===== src/rtl/pwm_pkg.sv =====
// Shared duty-path definitions for the SPI register bank, pwm_duty_ramp and
// pwm_peripheral.
//   DUTY_W   : width of duty values, shared with pwm_peripheral
//   DIV_W    : width of the ramp rate divider
//   STEP_W   : width of the per-tick step size
//   DUTY_MAX : largest representable duty value
//   duty_t   : duty value type used across the duty path
package pwm_pkg;

  localparam int DUTY_W = 8;
  localparam int DIV_W  = 16;
  localparam int STEP_W = 4;

  typedef logic [DUTY_W-1:0] duty_t;

  localparam duty_t DUTY_MAX = '1;

endpackage


===== src/rtl/ramp_prescaler.sv =====
// Rate prescaler for the duty ramp. Produces a one-cycle tick every eff_div
// running edges, where eff_div is div with 0 treated as 1.
//   clk    : system clock
//   rst_n  : synchronous active-low reset, clears the count
//   run    : ramp is active; when low the count clears
//   freeze : hold the count exactly (takes priority over run)
//   div    : clocks per tick; may change at any time
//   tick   : high on the edge at which the count wraps
module ramp_prescaler #(
  parameter int DIV_W = pwm_pkg::DIV_W
) (
  input  logic             clk,
  input  logic             rst_n,
  input  logic             run,
  input  logic             freeze,
  input  logic [DIV_W-1:0] div,
  output logic             tick
);

  import pwm_pkg::*;

  logic [DIV_W-1:0] count_q;
  logic [DIV_W-1:0] last;
  logic             wrap;

  // eff_div-1; a divider of 0 behaves as 1, so every running edge ticks.
  assign last = (div == '0) ? '0 : div - DIV_W'(1);

  // ">=" rather than "==" so that shrinking div below the current count
  // wraps on the next edge instead of running round the full counter.
  assign wrap = (count_q >= last);
  assign tick = run & ~freeze & wrap;

  always_ff @(posedge clk) begin
    if (!rst_n) begin
      count_q <= '0;
    end else if (freeze) begin
      count_q <= count_q;
    end else if (!run) begin
      count_q <= '0;
    end else if (wrap) begin
      count_q <= '0;
    end else begin
      count_q <= count_q + DIV_W'(1);
    end
  end

endmodule


===== src/rtl/pwm_duty_ramp.sv =====
// Soft-start / slew limiter between the SPI register bank and pwm_peripheral.
// Moves duty_out toward the registered target in steps of at most eff_step,
// one step per prescaler tick, never overshooting. Bypass forwards target_q.
//   clk         : system clock
//   rst_n       : synchronous active-low reset
//   target_duty : duty written over SPI (registered into target_q)
//   ramp_en     : 1 = ramped tracking, 0 = bypass
//   hold        : freezes duty_out and the prescaler
//   ramp_div    : clocks per ramp tick, 0 treated as 1
//   step        : duty increment per tick, 0 treated as 1
//   duty_out    : registered duty to pwm_peripheral
//   busy        : ramp in progress
//   at_target   : duty_out equals target_q
module pwm_duty_ramp #(
  parameter int DUTY_W = pwm_pkg::DUTY_W,
  parameter int DIV_W  = pwm_pkg::DIV_W,
  parameter int STEP_W = pwm_pkg::STEP_W
) (
  input  logic              clk,
  input  logic              rst_n,
  input  logic [DUTY_W-1:0] target_duty,
  input  logic              ramp_en,
  input  logic              hold,
  input  logic [DIV_W-1:0]  ramp_div,
  input  logic [STEP_W-1:0] step,
  output logic [DUTY_W-1:0] duty_out,
  output logic              busy,
  output logic              at_target
);

  import pwm_pkg::*;

  logic [DUTY_W-1:0] target_q;
  logic [DUTY_W-1:0] duty_q;
  logic              run;
  logic              tick;

  logic [STEP_W-1:0] eff_step;
  logic              up;
  logic [DUTY_W:0]   gap;
  logic [DUTY_W:0]   step_x;
  logic [DUTY_W:0]   inc;
  logic [DUTY_W:0]   stepped;
  logic [DUTY_W-1:0] duty_next;
  logic              unused_stepped_msb;

  assign at_target = (duty_q == target_q);
  assign run       = ramp_en & ~at_target;
  assign busy      = run & ~hold;
  assign duty_out  = duty_q;

  ramp_prescaler #(.DIV_W(DIV_W)) u_prescaler (
    .clk    (clk),
    .rst_n  (rst_n),
    .run    (run),
    .freeze (hold),
    .div    (ramp_div),
    .tick   (tick)
  );

  // Step arithmetic is one bit wider than the duty so the distance to the
  // target is exact; clamping the increment to that distance is what
  // prevents overshoot and any wrap past 0 or the top code.
  assign eff_step = (step == '0) ? STEP_W'(1) : step;
  assign up       = (target_q > duty_q);
  assign gap      = up ? ({1'b0, target_q} - {1'b0, duty_q})
                       : ({1'b0, duty_q} - {1'b0, target_q});
  assign step_x   = (DUTY_W+1)'(eff_step);
  assign inc      = (step_x < gap) ? step_x : gap;
  assign stepped  = up ? ({1'b0, duty_q} + inc) : ({1'b0, duty_q} - inc);

  // The clamp keeps the result inside the duty range, so the extra bit is 0.
  assign duty_next          = stepped[DUTY_W-1:0];
  assign unused_stepped_msb = stepped[DUTY_W];

  always_ff @(posedge clk) begin
    if (!rst_n) begin
      target_q <= '0;
      duty_q   <= '0;
    end else begin
      target_q <= target_duty;
      if (hold) begin
        duty_q <= duty_q;
      end else if (!ramp_en) begin
        duty_q <= target_q;
      end else if (tick) begin
        duty_q <= duty_next;
      end
    end
  end

endmodule

===== config.mk =====
export PLATFORM = sky130hd
export DESIGN_NAME = pwm_duty_ramp
export DESIGN_NICKNAME = d
export VERILOG_FILES = /design/src/rtl/pwm_pkg.sv /design/src/rtl/ramp_prescaler.sv /design/src/rtl/pwm_duty_ramp.sv
export SDC_FILE = /design/constraint.sdc
export NUM_CORES = 1
export LEC_CHECK = 0
export ABC_AREA = 0
export CAP_MARGIN = 20
export CORE_ASPECT_RATIO = 1.5
export CORE_MARGIN = 4
export CORE_UTILIZATION = 61
export DETAILED_ROUTE_END_ITERATION = 6
export PLACE_DENSITY = 0.86
export SYNTH_ARGS = -nofsm -noshare
export SYNTH_HDL_FRONTEND = slang
export SYNTH_SLANG_ARGS = --single-unit

===== constraint.sdc =====
create_clock -name clk -period 15.3 [get_ports clk]
set_input_delay 3.06 -clock clk [delete_from_list [all_inputs] [get_ports clk]]
set_output_delay 3.06 -clock clk [all_outputs]
set_load 0.005 [all_outputs]

==> out/summary.rpt <==
=========================================================================
Slowest stage delay, CP ....................................      0.74 ns
Diodes inserted ............................................            0
Number of clock sinks ......................................           32
Post-layout net count ......................................          560
Tally of clock buffers in the finished layout ..............            6
Status ..................................................... finished clean
Combinational share of cell area ...........................        66.3%
Non-clock buffer area fraction after layout ................        10.2%
Share of cells above drive strength 1 ......................        4.77%
Dominant kind of combinational cell ........................ simple AND/OR/NAND/NOR gates
Area of the die ............................................  0.00713 mm²
Adder Area Share ...........................................        17.2%
Proportion of power drawn by the clock network .............        25.5%
Sequential cell area .......................................      641 µm²
Number of well taps ........................................           70
Startpoint Class ........................................... primary input
Most frequent cells after synthesis ........................ sky130_fd_sc_hd__ha_1 (44), sky130_fd_sc_hd__nor2_1 (38), sky130_fd_sc_hd__nand2_1 (37)
Overall power of the completed layout ......................       308 µW
Wire length of the first global-routing pass ...............     14100 µm
Worst Setup SP .............................................         hold
Total cell area reported by yosys after synthesis ..........  0.00355 mm²
Clock network area share ...................................        2.66%
Total standard cell area after synthesis ...................  0.00355 mm²
Biggest Area Class ......................................... combinational gates
Share of Yosys cell area claimed by the top area cell type .        18.0%
Synthesized flop and latch total ...........................           32
Number of buffers on the longest clock path ................            2
Endpoints failing hold .....................................            0
Seq/Total Area, Yosys ......................................        18.0%
Residual overflow from global routing ......................            0
=========================================================================
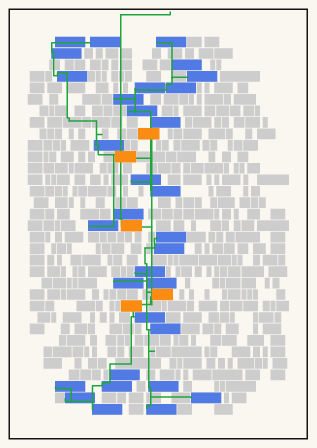
(clock wires, drivers and flops)
[green] clock wires | length: 402 µm
[blue] flip-flops | count: 32
[orange] clock-net drivers | count: 5
routed clock nets: 6

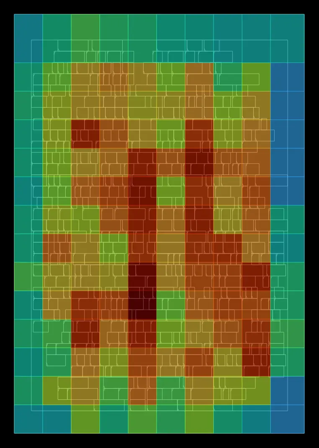
(track usage over the die)
met3 usage: 2.18%
average wire per standard cell: 14.8 µm
Overall Global Routing Usage: 23.8%
core utilization of the finished layout: 72.5%

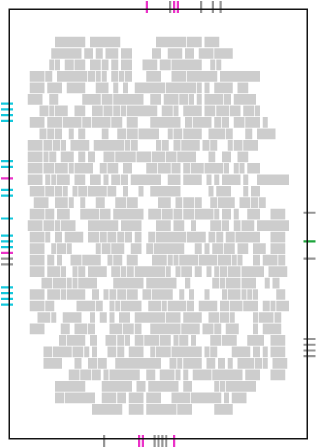
(pin placement)
Pins as bars across the die edge, other pins in gray.
[magenta] `target_duty` | pins: 8 | direction: input | edge: 3 bottom, 3 top, 2 left
[green] `at_target` | pins: 1 | direction: output | edge: right
[cyan] `ramp_div` | pins: 16 | direction: input | edge: left
all pins by edge: 20 left, 8 bottom, 7 right, 7 top

Power and IR drop assume default switching activity.
